Fig. 1: run 1, port wiring
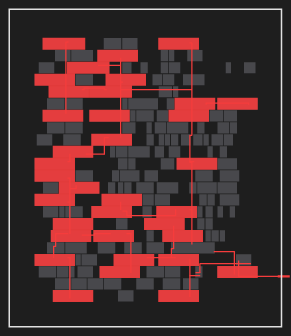
Fig. 2: run 1, local utilization
The die is cut into 6 by 7 equal tiles; white is low, dark blue is high, 0 to 100% covered.
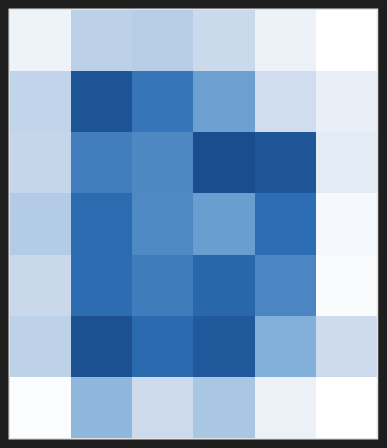
Fig. 3: run 1, M1 wires
Supply wires on this layer in grey.
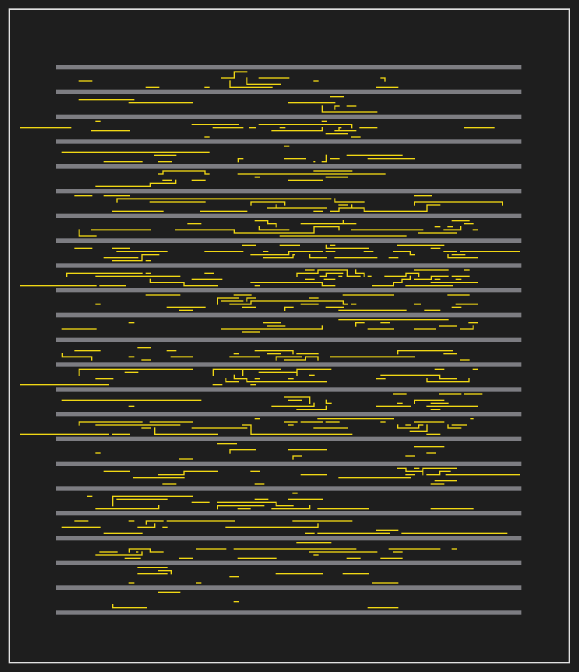
### src/rtl/uart_rx_pkg.sv
// Shared types and defaults for the UART receiver.
// The PARITY state is present only when UART_RX_PARITY_EN is defined.
package uart_rx_pkg;

  localparam int DEFAULT_CLKS_PER_BIT = 10;
  localparam int DEFAULT_DATA_BITS    = 8;

`ifdef UART_RX_PARITY_EN
  typedef enum logic [2:0] {
    IDLE,
    START_CHK,
    RECV,
    PARITY,
    STOP_CHK,
    LOAD
  } rx_state_t;
`else
  typedef enum logic [2:0] {
    IDLE,
    START_CHK,
    RECV,
    STOP_CHK,
    LOAD
  } rx_state_t;
`endif

endpackage

### src/rtl/rx_sync_edge.sv
// Two-flop synchronizer for the asynchronous serial line plus a
// falling-edge detector on the synchronized value.
module rx_sync_edge (
  input  logic clk,
  input  logic n_rst,
  input  logic async_in,
  output logic sync_out,
  output logic fall_edge
);

  logic meta_q;
  logic sync_q;
  logic prev_q;

  // Reset to the idle-high line level so release never fakes a start edge.
  always_ff @(posedge clk or negedge n_rst) begin
    if (!n_rst) begin
      meta_q <= 1'b1;
      sync_q <= 1'b1;
      prev_q <= 1'b1;
    end else begin
      meta_q <= async_in;
      sync_q <= meta_q;
      prev_q <= sync_q;
    end
  end

  assign sync_out  = sync_q;
  assign fall_edge = prev_q & ~sync_q;

endmodule

### src/rtl/uart_rx_core.sv
// UART receiver: start validation, LSB-first data capture, stop check and
// a one-entry output register. Define UART_RX_PARITY_EN for an even-parity bit.
module uart_rx_core
  import uart_rx_pkg::*;
#(
  parameter int CLKS_PER_BIT = DEFAULT_CLKS_PER_BIT,
  parameter int DATA_BITS    = DEFAULT_DATA_BITS
) (
  input  logic                 clk,
  input  logic                 n_rst,
  input  logic                 serial_in,
  input  logic                 data_read,
  output logic [DATA_BITS-1:0] rx_data,
  output logic                 data_ready,
  output logic                 overrun_error,
  output logic                 framing_error,
  output logic                 parity_error
);

  localparam int TW = $clog2(CLKS_PER_BIT) + 1;
  localparam logic [TW-1:0] HALF_LAST = TW'(CLKS_PER_BIT / 2 - 1);
  localparam logic [TW-1:0] FULL_LAST = TW'(CLKS_PER_BIT - 1);
  localparam logic [3:0]    IDX_LAST  = 4'(DATA_BITS - 1);

  rx_state_t            state;
  logic [TW-1:0]        timer;
  logic [3:0]           bit_idx;
  logic [DATA_BITS-1:0] shift_reg;
  logic                 stop_ok;
  logic                 sync_out;
  logic                 fall_edge;
  logic                 half_done;
  logic                 bit_done;
`ifdef UART_RX_PARITY_EN
  logic                 parity_bad;
`endif

  rx_sync_edge u_sync (
    .clk      (clk),
    .n_rst    (n_rst),
    .async_in (serial_in),
    .sync_out (sync_out),
    .fall_edge(fall_edge)
  );

  assign half_done = (timer == HALF_LAST);
  assign bit_done  = (timer == FULL_LAST);

`ifndef UART_RX_PARITY_EN
  assign parity_error = 1'b0;
`endif

  // NOTE: non-blocking assignments only, so every branch sees pre-edge values.
  always_ff @(posedge clk or negedge n_rst) begin
    if (!n_rst) begin
      state         <= IDLE;
      timer         <= '0;
      bit_idx       <= '0;
      shift_reg     <= '0;
      stop_ok       <= 1'b0;
      rx_data       <= '0;
      data_ready    <= 1'b0;
      overrun_error <= 1'b0;
      framing_error <= 1'b0;
`ifdef UART_RX_PARITY_EN
      parity_bad    <= 1'b0;
      parity_error  <= 1'b0;
`endif
    end else begin
      // Consumer acknowledge; a good LOAD below overrides it in the same cycle.
      if (data_read) begin
        data_ready    <= 1'b0;
        overrun_error <= 1'b0;
      end

      case (state)
        IDLE: begin
          if (fall_edge) begin
            state         <= START_CHK;
            timer         <= '0;
            framing_error <= 1'b0;
`ifdef UART_RX_PARITY_EN
            parity_error  <= 1'b0;
`endif
          end
        end

        START_CHK: begin
          if (half_done) begin
            timer   <= '0;
            bit_idx <= '0;
            state   <= sync_out ? IDLE : RECV;
          end else begin
            timer <= timer + 1'b1;
          end
        end

        RECV: begin
          if (bit_done) begin
            timer     <= '0;
            shift_reg <= {sync_out, shift_reg[DATA_BITS-1:1]};
            bit_idx   <= bit_idx + 1'b1;
            if (bit_idx == IDX_LAST) begin
`ifdef UART_RX_PARITY_EN
              state <= PARITY;
`else
              state <= STOP_CHK;
`endif
            end
          end else begin
            timer <= timer + 1'b1;
          end
        end

`ifdef UART_RX_PARITY_EN
        PARITY: begin
          if (bit_done) begin
            timer      <= '0;
            parity_bad <= sync_out ^ (^shift_reg);
            state      <= STOP_CHK;
          end else begin
            timer <= timer + 1'b1;
          end
        end
`endif

        STOP_CHK: begin
          if (bit_done) begin
            timer   <= '0;
            stop_ok <= sync_out;
            state   <= LOAD;
          end else begin
            timer <= timer + 1'b1;
          end
        end

        LOAD: begin
          state <= IDLE;
          if (stop_ok) begin
            rx_data       <= shift_reg;
            data_ready    <= 1'b1;
            overrun_error <= data_ready & ~data_read;
`ifdef UART_RX_PARITY_EN
            parity_error  <= parity_bad;
`endif
          end else begin
            framing_error <= 1'b1;
          end
        end

        default: state <= IDLE;
      endcase
    end
  end

endmodule

### config.mk
export PLATFORM = sky130hd
export DESIGN_NAME = uart_rx_core
export DESIGN_NICKNAME = d
export VERILOG_FILES = /design/src/rtl/uart_rx_pkg.sv /design/src/rtl/rx_sync_edge.sv /design/src/rtl/uart_rx_core.sv
export SDC_FILE = /design/constraint.sdc
export NUM_CORES = 1
export LEC_CHECK = 0
export CELL_PAD_IN_SITES_DETAIL_PLACEMENT = 0
export CELL_PAD_IN_SITES_GLOBAL_PLACEMENT = 1
export CORE_ASPECT_RATIO = 1.2
export CORE_MARGIN = 5
export CORE_UTILIZATION = 51
export CTS_BUF_LIST = sky130_fd_sc_hd__clkbuf_8
export DETAILED_ROUTE_END_ITERATION = 10
export GPL_TIMING_DRIVEN = 0
export PLACE_DENSITY = 0.83
export SETUP_SLACK_MARGIN = 0.5
export SLEW_MARGIN = 25
export SYNTH_ARGS = -nofsm -noshare
export SYNTH_HDL_FRONTEND = slang
export SYNTH_SLANG_ARGS = --single-unit
### constraint.sdc
create_clock -name clk -period 2.8 [get_ports clk]
set_input_delay 0.28 -clock clk [delete_from_list [all_inputs] [get_ports clk]]
set_output_delay 0.28 -clock clk [all_outputs]
set_load 0.01 [all_outputs]
==> results_slide.txt, run 1 <==
Run Summary

Synthesis
  – Post-synth seq share: 54.6%
  – #FFs+latches synth: 35
  – Mapped cell area: 1610 µm²
  – Synth area leader: dfrtp_1
  – Netlist cell types: 39

Pwr
  – Leak: 0.929 nW
  – Total power: 1.26 mW

Final layout
  – Invs w/o clock: 6
  – Final #Nets: 162
  – Multi-input logic area: 641 µm²
  – Number of clock buffers in the layout: 5
  – Seq_cells: 35
  – Most instantiated logic cells after routing: dfrtp_1, mux2_2, clkdlybuf4s50_1
  – Signal buffers: 23

Worst hold path
  – Worst hold path startpoint: u_sync.meta_q

Clock network
  – Setup Buffers After CTS: 0
  – H-tree depth: 2
  – CTS tree: done

GRT
  – M3 GR Usage: 5.05%
  – Antenna violations before repair: 0
  – M2 GR Usage: 26.5%

Status
  – Outcome: complete, no violations

Routing
  – Residual DRC count: 0

Critical path
  – CP endpoint kind: flip-flop

Timing
  – Final worst slack: 1.11 ns
  – Setup TNS: 0 ns
About Fig. 1:
[red] n_rst | bits: 1 | direction: input | edge: right | end cells: 35 | buffers: 3 | wire: 261 µm
Top Ports: 16
I/O Buffers: 14

About Fig. 2:
densest ninth of the die: centre
emptiest ninth of the die: upper right
tiles over 75% full: 24%
nearly empty tiles: 7.1%
fin util: 62.6%
fp_density: 52.7%
Core ar.: 3060 µm²

About Fig. 3:
main direction: horizontal
nets with wire on the layer: 146
longest straight run: 23.5 µm
wire length on this layer: 1170 µm
met1 usage: 17.8%
final WL: 2.73 mm
Via Count: 1052

run 1: worst max-delay path: cells and delay by family, from the launching register on:
kind | cells | cell delay (ns)
adders and majority gates | 1 | 0.14
and+or+nand+nor | 3 | 0.47
DFF | 1 | 0.40
buffers and inverters | 2 | 0.23
muxes | 1 | 0.35
run 1: worst max-delay path by stage:
stage | start | endpoint | slack [ns] | cells past startpoint
after detailed placement | timer[1] | stop_ok | 1.09 | 7
after global routing | timer[1] | stop_ok | 0.98 | 7
after global placement | n_rst | rx_data[7] | 0.72 | 1
final | timer[1] | stop_ok | 1.11 | 7
after CTS | timer[1] | stop_ok | 1.08 | 7
after floorplan | timer[1] | stop_ok | 1.22 | 7
run 1: power by group:
group	internal (mW)	switching [mW]
clock	0.170	0.179
sequential	0.549	0.0360
combinational	0.145	0.178
total	0.864	0.393
Fig. 4: run 1, track usage over the die
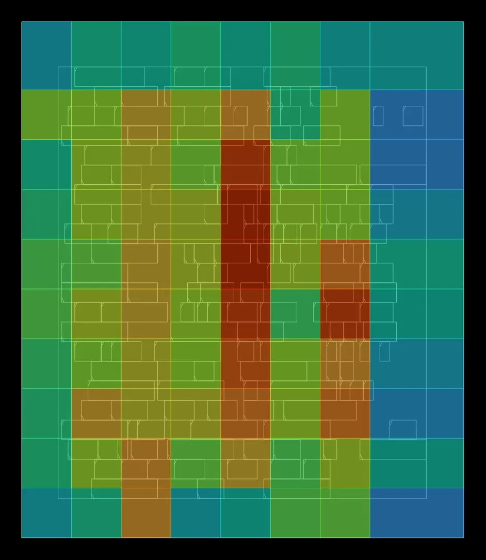

==> run 1 -> run 2 <==
- CORE_UTILIZATION: 51 -> 47
- PLACE_DENSITY: 0.83 -> 0.77
- clock period: 2.8 -> 1.6 ns (I/O delays scaled with it)
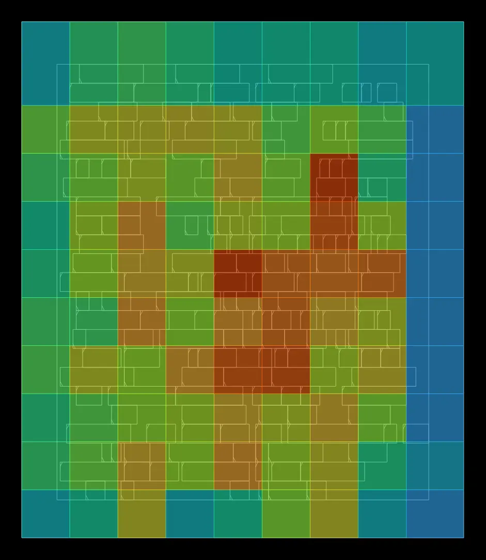
Fig. 5. Track usage over the die (run 2).
global route hottest layer: met2
fin util: 67.9%
wire length per cell: 15.6 µm
total track usage: 15.3%

==> run 2 against run 1 <==
  * Clock-buffer cell count did not move
  * Total power increased by 110%
  * Combinational power rose to 3.2 times the previous value
  * Critical path type unchanged
  * The run now ends with negative setup slack left
  * Highest routed layer unchanged
  * Non-clock buffer count increased by 24
==> results_slide.txt, run 2 <==
Run Summary

Status
  – Outcome: complete, but fails checks
  – Failing checks: negative setup slack

Synthesis
  – Post-synth seq share: 54.6%
  – Mapped cell area: 1610 µm²
  – #FFs+latches synth: 35
  – Netlist cell types: 39

Routing
  – Residual DRC count: 0

Placement
  – I/O Buffers: 14

Final layout
  – Number of clock buffers in the layout: 5
  – Final #Nets: 186
  – Seq_cells: 35
  – Invs w/o clock: 6

Critical path
  – CP startpoint: timer[0]
  – CP Buf/Inv Count: 2
  – CP endpoint kind: flip-flop

Pwr
  – Comb group: 1.03 mW
  – Combinational fraction of design power: 38.4%
  – Leak: 1.12 nW
  – Cell internal pwr: 1.80 mW
  – Total power: 2.68 mW
  – Power share of the clock group: 22.9%
  – Top pwr grp: sequential cells
  – Sw frac: 32.8%

Clock network
  – Setup Buffers After CTS: 19

Timing
  – Final worst slack: -0.0285 ns
  – Setup TNS: -0.120 ns
  – Final Setup Violations: 7

Floorplanning
  – Top Ports: 16
  – Fp_density: 48.2%
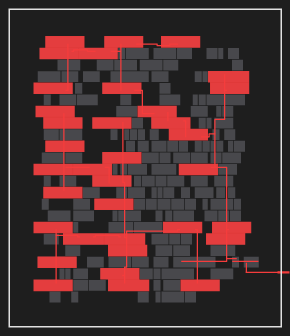
Fig. 6. Port wiring (run 2).
[red] n_rst | bits: 1 | direction: input | edge: right | end cells: 35 | buffers: 3 | wire: 262 µm

==> run 2: cell counts after synthesis <==
Identical to the previous run, type by type.
==> run 2: metal layers <==
metal	vias to the layer above	GRT usage, %	wire length [µm]
met5	-	0	0
met4	0	3.70	27
met3	2	4.08	73
met2	18	29.0	1840
met1	571	17.0	1440
li1	551	-	-
==> run 2: how the worst max path moves through the flow <==
stage | to | slack (ns) | cells past startpoint
final | shift_reg[3] | -0.03 | 6
after detailed placement | shift_reg[5] | -0.09 | 6
after CTS | stop_ok | -0.02 | 7
after floorplan | stop_ok | 0.02 | 7
after global placement | rx_data[4] | -0.32 | 1
after global routing | bit_idx[2] | -0.06 | 6
Power figures rest on the tool's default switching activity, not on a simulated workload.
